==> config.mk <==
export PLATFORM = sky130hd
export DESIGN_NAME = fb_rect_writer_flat
export DESIGN_NICKNAME = d
export VERILOG_FILES = /design/src/rtl/fb_rect_if.sv /design/src/rtl/fb_rect_writer.sv /design/src/flat_wrapper.sv
export SDC_FILE = /design/constraint.sdc
export NUM_CORES = 1
export LEC_CHECK = 0
export CORE_UTILIZATION = 65
export CTS_BUF_LIST = sky130_fd_sc_hd__clkbuf_16
export DETAILED_ROUTE_END_ITERATION = 10
export DONT_BUFFER_PORTS = 1
export PLACE_DENSITY = 0.92
export SETUP_SLACK_MARGIN = 0.3
export SLEW_MARGIN = 0
export SYNTH_ARGS = -nofsm -noshare
export SYNTH_HDL_FRONTEND = slang
export SYNTH_SLANG_ARGS = --single-unit
==> constraint.sdc <==
create_clock -name clk -period 6.2 [get_ports clk]
set_input_delay 0.93 -clock clk [delete_from_list [all_inputs] [get_ports clk]]
set_output_delay 0.93 -clock clk [all_outputs]
set_load 0.005 [all_outputs]
Fig. 1: run 1, metal 1
Supply wires on this layer in gray.
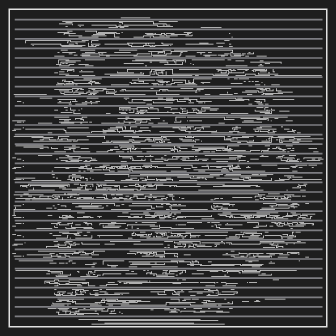
The longest straight run is 51.1 µm. The layer holds 39% of the routed length. The layer carries 4620 µm of wire. The wires run mostly horizontal. 568 nets have wire on it.
final WL: 11.72 mm
total number of vias: 3993
GRT met1 Usage: 36.68%

Fig. 2: run 1, met2 routing
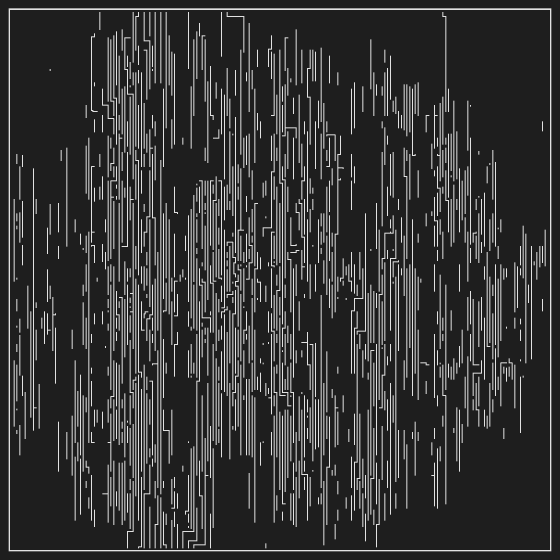
The layer holds 49% of the routed length. The wires run mostly vertical. The longest straight run is 55.4 µm. The layer carries 5710 µm of wire. 537 nets have wire on it.
met2 global-route usage: 51.28%

Fig. 3: run 1, metal 3
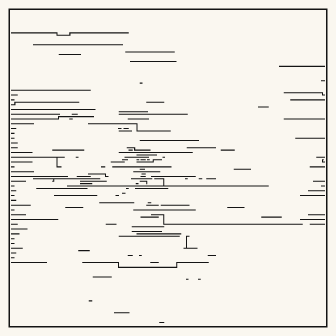
The longest straight run is 57.0 µm. The wires run mostly horizontal. The layer carries 993 µm of wire.
grt met3 use: 7.868%

Fig. 4: run 1, met4 routing
The bar under the picture is 20 µm long. Supply wires on this layer in gray. Cells faint in the background.
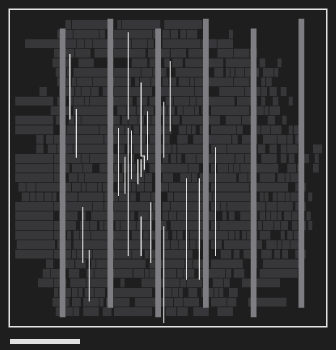
The longest straight run is 36.0 µm. The layer carries 394 µm of wire. The wires run mostly vertical. The layer holds 3.4% of the routed length.

==> deck_impl_summary.md, run 1 <==
Flow Results at a Glance

Outcome
  • Status: complete, no violations

Place
  • Dpl cells: between 500 and 600
  • Hpwl dp: between 8 and 9 mm
  • Post-Place Worst Slack: around 2.5 ns
  • Routability Congestion: 0.8826
  • Number of port buffers: 0
  • Cell Area, Placed: approximately 5100 µm²

Floorplanning
  • N_taps: 99
  • Rows: 31
  • Ports: roughly 80
  • DIE AREA: 8064 µm²
  • Die W: 89.80 µm
  • Fp_density: about two thirds
  • Die height: 89.80 µm
  • Core area: 7370 µm²

Drt
  • Drt pass-1 iters: 5
  • Per-cell routed wire length: 19.30 µm
  • Detail Route Antenna Nets: 0
  • DRT iter0 DRCs: 404
  • Vias per inst: 6.578
  • DRC errors left: 0

Worst setup path
  • Reg2reg setup slack: approximately 2.5 ns
  • Buf/Inv on CP: 1
  • Worst r2r path cells: 9
  • Crit-path max cell delay: 0.49 ns
  • Critical path required time: 5.27 ns
  • Critical path depth: 11
  • CP endpoint kind: output pin
  • Cell Chain, Critical Path: ha_1 > ha_1 > inv_1 > fa_1 > nor2b_1 > o21ai_0 > a21oi_1 > o221a_2 > o211ai_1 > a21oi_1 > mux2i_1
  • Critical Path Fanout Max: 6
  • CP max-delay cell: edfxtp_1
  • Crit Path Category: register to output pin
  • Arrival time of the worst setup path: 3.15 ns
  • Crit start category: register
  • Crit-path leading delay family: AND-OR/OR-AND gates

Yosys
  • Max-area cell share: roughly two fifths
  • Asr flop ratio synth: 0%
  • Xor+xnor area frac: 10.14%
  • Synth area leaders: edfxtp_1, ha_1, xor2_1, xnor2_1, a21oi_1
  • Most common reg cell: edfxtp_1
  • Cells after Synth: between 500 and 600
  • Most common cell in the netlist: edfxtp_1
  • Synth top cells by count: edfxtp_1, nor2_1, ha_1
  • Seq share, synth: 40.15%
  • Syn nets: 597
  • Mapped Area: 5011 µm²
  • Mapped Avg Cell Area: 9.943 µm²
  • Yosys adder share: 12.78%
  • Aoi share: 13.93%
  • Synth area leader: edfxtp_1
  • Simple share: 19.20%
  • Synth warnings: 0
  • Post-synth EDFFs: 65
  • Post-synth regs: 68
  • Synth unique cells: 55
  • Yosys stat cell total: a little over 500
  • MUX area fraction: 0.7990%
  • YS chip area: 5011 µm²
  • Top logic family: simple AND/OR/NAND/NOR gates

Finish
  • Combinational share of cell area: 52.65%
  • Count of flip-flops and latches: 68
  • Layout Cells excl Fill: 607
  • Area delta synth->final: 7.990%
  • Register area: a little over 2000 µm²
  • Fin area: between 5000 and 6000 µm²
  • Fraction of layout cells with a size suffix above 1: under 10%
  • Ant. Diodes: 0
  • Fillcell total: 473
  • Count of multi-input gates: between 300 and 400
  • Logic inverters: 25
  • Final core utilization: 73.43%
  • Clock-cell share: 5.873%
  • Final net count: 596
  • Leading cell kind: logic gates
  • # clk buffers: 9
  • Sequential cell area share: 37.18%
  • Logic area: 2849 µm²
  • Bufs w/o clock: 2
  • Layout non-clock buf frac: 0.2775%

Power and ir drop
  • Clock power frac: 32.9%
  • Comb power frac: 27.2%
  • Sequential power: between 600 and 700 µW
  • Switching share of power: 31.96%
  • Static Leakage: a little over 0.002 µW
  • Pwr Density: approximately 300 nW/µm²
  • Sequential share of power: between 30% and 40%
  • Pwr top: registers
  • Power Clock: approximately 540 µW
  • Combinational power: 448 µW
  • Worst vdd ir: roughly 220 µV
  • P_int: 1119 µW
  • Net switching power: 525.7 µW
  • Final Power: 1645 µW

Clock network
  • CTS max path bufs: 2
  • Clk sinks: 68
  • Clk slew on worst S/H paths: around 0.05 ns
  • Post-CTS Setup Repair Bufs: 0
  • # hold bufs at CTS: 0
  • Clk ins delay skew pair: 0.34 ns
  • CTS Buf Count: 9
  • CTS tree: done
  • Post-CTS resize count: 0
  • Root Buffer: clkbuf_16
  • CTS H-Tree Depth: 3

Timing
  • Max-Slew Margin vs Limit: 32.80%
  • Final clock skew: 0.005596 ns
  • Fin. Hold Viols: 0
  • RSZ-0062 raised after global routing: false
  • FMAX: around 0.25 GHz
  • Slew Viols, Final: 0
  • TNS Setup: 0 ns
  • Worst-Margin Slew: 1.004 ns
  • Fin crit period: between 4 and 5 ns
  • Final WS setup: 2.124 ns
  • Worst hold slack: ~0.68 ns
  • Setup-failing EPs final: 0
  • Period Utilization, post-route: between 60% and 70%

Global routing
  • Vias in the first global route: 4013
  • Grt ovf: 0
  • Initial antenna violation count: 0
  • Largest net degree at the start of global routing: 30
  • First-pass GRT wire length: 19.29 mm
  • GRT Total Usage: 30.45%

Hold path
  • Class of the worst hold path: register to register
  • Hold Path Depth: 2

Run
  • Tool warnings: 26
  • Max-Cap Viols: 0
run 1: per-layer routing:
layer  track usage, %  up-vias  share of wire (%)
met3            7.868       44                8.5
met1            36.68     1901                 39
li1                 -     1844                  -
met5                0        -                  0
met2            51.28      204                 49
met4            13.80        0                3.4
run 1: layout by cell type, fill, tap and decap left out, types with 6 or more instances in the layout:
master	Yosys	routed
clkbuf_16	0	9
xnor2_1	27	27
nand2b_1	7	7
and3_1	6	6
nor2_1	43	43
inv_1	25	26
nand3_1	17	17
nor3_1	18	18
xor2_1	31	31
nand2_1	27	27
nor2b_1	6	6
a21o_1	12	12
and2_1	20	20
a21oi_1	35	35
o21ai_0	27	27
or3_1	10	10
fa_1	7	7
edfxtp_1	65	65
ha_1	40	40
==> run 2, diff against run 1 <==
--- a/config.mk
+++ b/config.mk
@@ -5,11 +5,11 @@
 export SDC_FILE = /design/constraint.sdc
 export NUM_CORES = 1
 export LEC_CHECK = 0
-export CORE_UTILIZATION = 65
+export CORE_UTILIZATION = 59
 export CTS_BUF_LIST = sky130_fd_sc_hd__clkbuf_16
 export DETAILED_ROUTE_END_ITERATION = 10
 export DONT_BUFFER_PORTS = 1
-export PLACE_DENSITY = 0.92
+export PLACE_DENSITY = 0.89
 export SETUP_SLACK_MARGIN = 0.3
 export SLEW_MARGIN = 0
 export SYNTH_ARGS = -nofsm -noshare
==> constraint.sdc (replaced) <==
create_clock -name clk -period 3.4 [get_ports clk]
set_input_delay 0.51 -clock clk [delete_from_list [all_inputs] [get_ports clk]]
set_output_delay 0.51 -clock clk [all_outputs]
set_load 0.005 [all_outputs]
Fig. 5: run 2, met2 routing
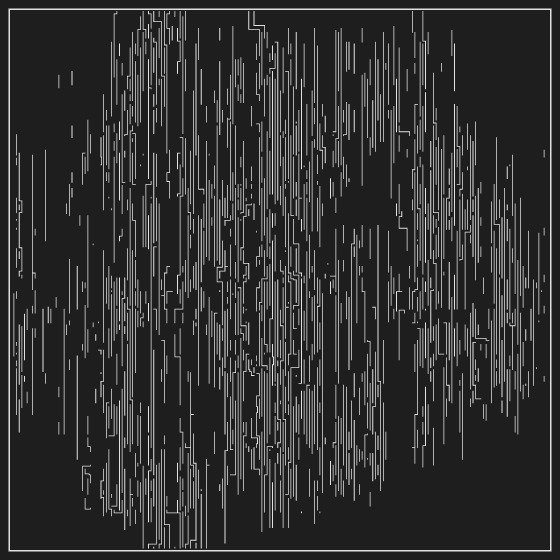
The layer holds 50% of the routed length. 557 nets have wire on it. The layer carries 5990 µm of wire. The wires run mostly vertical.
met2 global-route usage: 47.46%
final WL: 12.06 mm

Fig. 6: run 2, metal 3
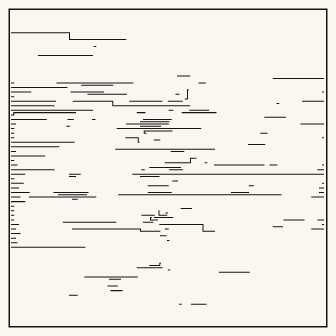
The longest straight run is 56.8 µm. The layer carries 935 µm of wire. The layer holds 7.8% of the routed length.
grt met3 use: 6.472%
total number of vias: 4066

==> run 2 against run 1 <==
First-iteration DRC count decreased by 7.4%. Critical endpoint is now bus_wr_addr[11]. Wire length increased by 2.9%. Highest routed layer unchanged. Synthesized area unchanged. Non-clock buffer count increased by 29. Synthesized cell count unchanged.
==> deck_impl_summary.md, run 2 <==
Flow Results at a Glance

Finish
  • # clk buffers: 9 (unchanged)
  • Final net count: 625 (+4.9%)
  • Layout Cells excl Fill: 642 (+5.8%)
  • Combinational share of cell area: 51.53% (-1.1 points)
  • Logic inverters: 25 (unchanged)
  • Final core utilization: 70.06% (-3.4 points)
  • Leading cell kind: logic gates
  • Sequential cell area share: 34.95% (-2.2 points)
  • Fraction of layout cells with a size suffix above 1: 14.71% (+9.0 points)
  • Fin area: 5757 µm² (+6.4%)
  • Area delta synth->final: 14.88%
  • Count of multi-input gates: 397 (unchanged)
  • Register area: 2012 µm² (unchanged)
  • Logic area: 2967 µm² (+4.1%)
  • Ant. Diodes: 0 (unchanged)
  • Bufs w/o clock: 31 (+29)

Place
  • Cell Area, Placed: 5139 µm² (+0.88%)
  • Routability Congestion: 0.8904 (+0.88%)
  • Number of port buffers: 0 (unchanged)
  • Post-Place Worst Slack: 0.2106 ns (-2.293 ns)
  • Hpwl dp: 8.438 mm (-1.6%)
  • Dpl cells: 602 (+1.9%)

Power and ir drop
  • Switching share of power: 31.87% (-0.088 points)
  • P_int: 2164 µW (+93%)
  • Sequential share of power: 36.9% (-2.9 points)
  • Static Leakage: 0.002170 µW (+7.3%)
  • Comb power frac: 32.3% (+5.1 points)
  • Net switching power: 1012 µW (+93%)
  • Clock power frac: 30.8% (-2.1 points)

Yosys
  • Yosys stat cell total: 504 (unchanged)
  • Synth warnings: 0 (unchanged)
  • Max-area cell share: 38.95% (unchanged)
  • Aoi share: 13.93% (unchanged)
  • MUX area fraction: 0.7990% (unchanged)
  • Post-synth regs: 68 (unchanged)
  • Post-synth EDFFs: 65 (unchanged)
  • Seq share, synth: 40.15% (unchanged)
  • Synth top cells by count: edfxtp_1, nor2_1, ha_1
  • Mapped Avg Cell Area: 9.943 µm² (unchanged)
  • YS chip area: 5011 µm² (unchanged)
  • Most common reg cell: edfxtp_1
  • Synth area leader: edfxtp_1
  • Most common cell in the netlist: edfxtp_1
  • Synth unique cells: 55 (unchanged)
  • Syn nets: 597 (unchanged)
  • Asr flop ratio synth: 0% (unchanged)
  • Xor+xnor area frac: 10.14% (unchanged)
  • Yosys adder share: 12.78% (unchanged)
  • Simple share: 19.20% (unchanged)
  • Top logic family: simple AND/OR/NAND/NOR gates

Worst setup path
  • Crit Path Category: register to output pin
  • Reg2reg setup slack: 0.44 ns (-2.01 ns)
  • Arrival time of the worst setup path: 2.85 ns (-0.30 ns)
  • Buf/Inv on CP: 2 (+1)
  • Crit-path leading delay family: adder cells
  • Crit-path max cell delay: 0.44 ns (-0.05 ns)
  • Critical path required time: 2.89 ns (-2.38 ns)
  • CP max-delay cell: edfxtp_1
  • CP endpoint kind: output pin
  • Crit start category: register

Drt
  • Detail Route Antenna Nets: 0 (unchanged)
  • Vias per inst: 6.333 (-3.7%)
  • Per-cell routed wire length: 18.78 µm (-2.7%)
  • Drt pass-1 iters: 5 (unchanged)
  • DRT iter0 DRCs: 374 (-7.4%)

Timing
  • Fin. Hold Viols: 0 (unchanged)
  • FMAX: ~0.3 GHz
  • RSZ-0062 raised after global routing: true
  • Setup-failing EPs final: 0 (unchanged)
  • Worst-Margin Slew: 1.050 ns (+0.04548 ns)
  • Fin crit period: roughly 3.4 ns
  • Final WS setup: 0.03580 ns (-2.089 ns)
  • Slew Viols, Final: 0 (unchanged)
  • Max-Slew Margin vs Limit: 29.76% (-3.0 points)
  • Worst hold slack: 0.2717 ns (-0.4068 ns)

Floorplanning
  • Ports: 80 (unchanged)
  • Rows: 33 (+6.5%)
  • Die W: 94.16 µm (+4.9%)
  • Core area: 8217 µm² (+11%)
  • N_taps: 105 (+6.1%)
  • DIE AREA: 8866 µm² (+9.9%)

Run
  • Max-Cap Viols: 0 (unchanged)
  • Tool warnings: 28 (+7.7%)

Global routing
  • First-pass GRT wire length: 18.30 mm (-5.2%)
  • Largest net degree at the start of global routing: 34 (+13%)
  • Vias in the first global route: 3976 (-0.92%)
  • Initial antenna violation count: 0 (unchanged)

Hold path
  • Class of the worst hold path: input port to register
  • Hold Path Depth: 0 (-2)

Clock network
  • # hold bufs at CTS: 0 (unchanged)
  • Clk ins delay skew pair: 0.33 ns (about the same)
  • Root Buffer: clkbuf_16
  • CTS max path bufs: 2 (unchanged)
  • CTS tree: done

Outcome
  • Status: complete, no violations
Fig. 7: run 2, clock routing
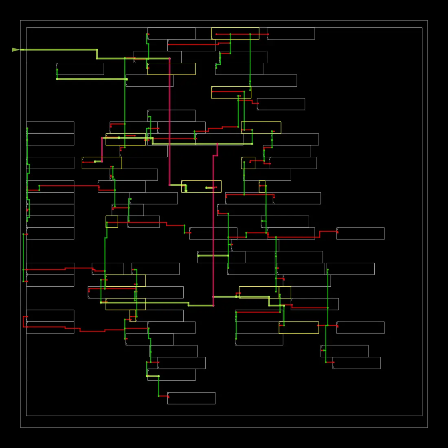
final clock skew: 0.007658 ns
CTS Buf Count: 9
count of flip-flops and latches: 68

run 2: cell counts after synthesis:
Identical to the previous run, type by type.
run 2: metal layers:
layer  wire length, µm  up-vias  GRT usage, %  part of all wire (%)
met1              4867     1939         32.42                    40
met3               934       32         6.472                   7.7
li1                  -     1895             -                     -
met2              5985      200         47.46                    50
met5                 0        -             0                     0
met4               268        0         10.13                   2.2
run 2: power by group through the flow:
stage | clock [µW] | sequential, µW | combinational, µW
2_1_floorplan | 0 | 1150 | 667
3_3_place_gp | 0 | 1180 | 773
3_5_place_dp | 0 | 1190 | 820
4_1_cts | 986 | 1160 | 944
5_1_grt | 1020 | 1180 | 1120
6_report | 978 | 1170 | 1030
run 2: what timing repair did:
action                     4_1_cts  5_1_grt
gates resized                   21       11
pin swaps                       25       12
setup buffers                   16        8
setup endpoints to repair       10       30
Power figures rest on the tool's default switching activity, not on a simulated workload.
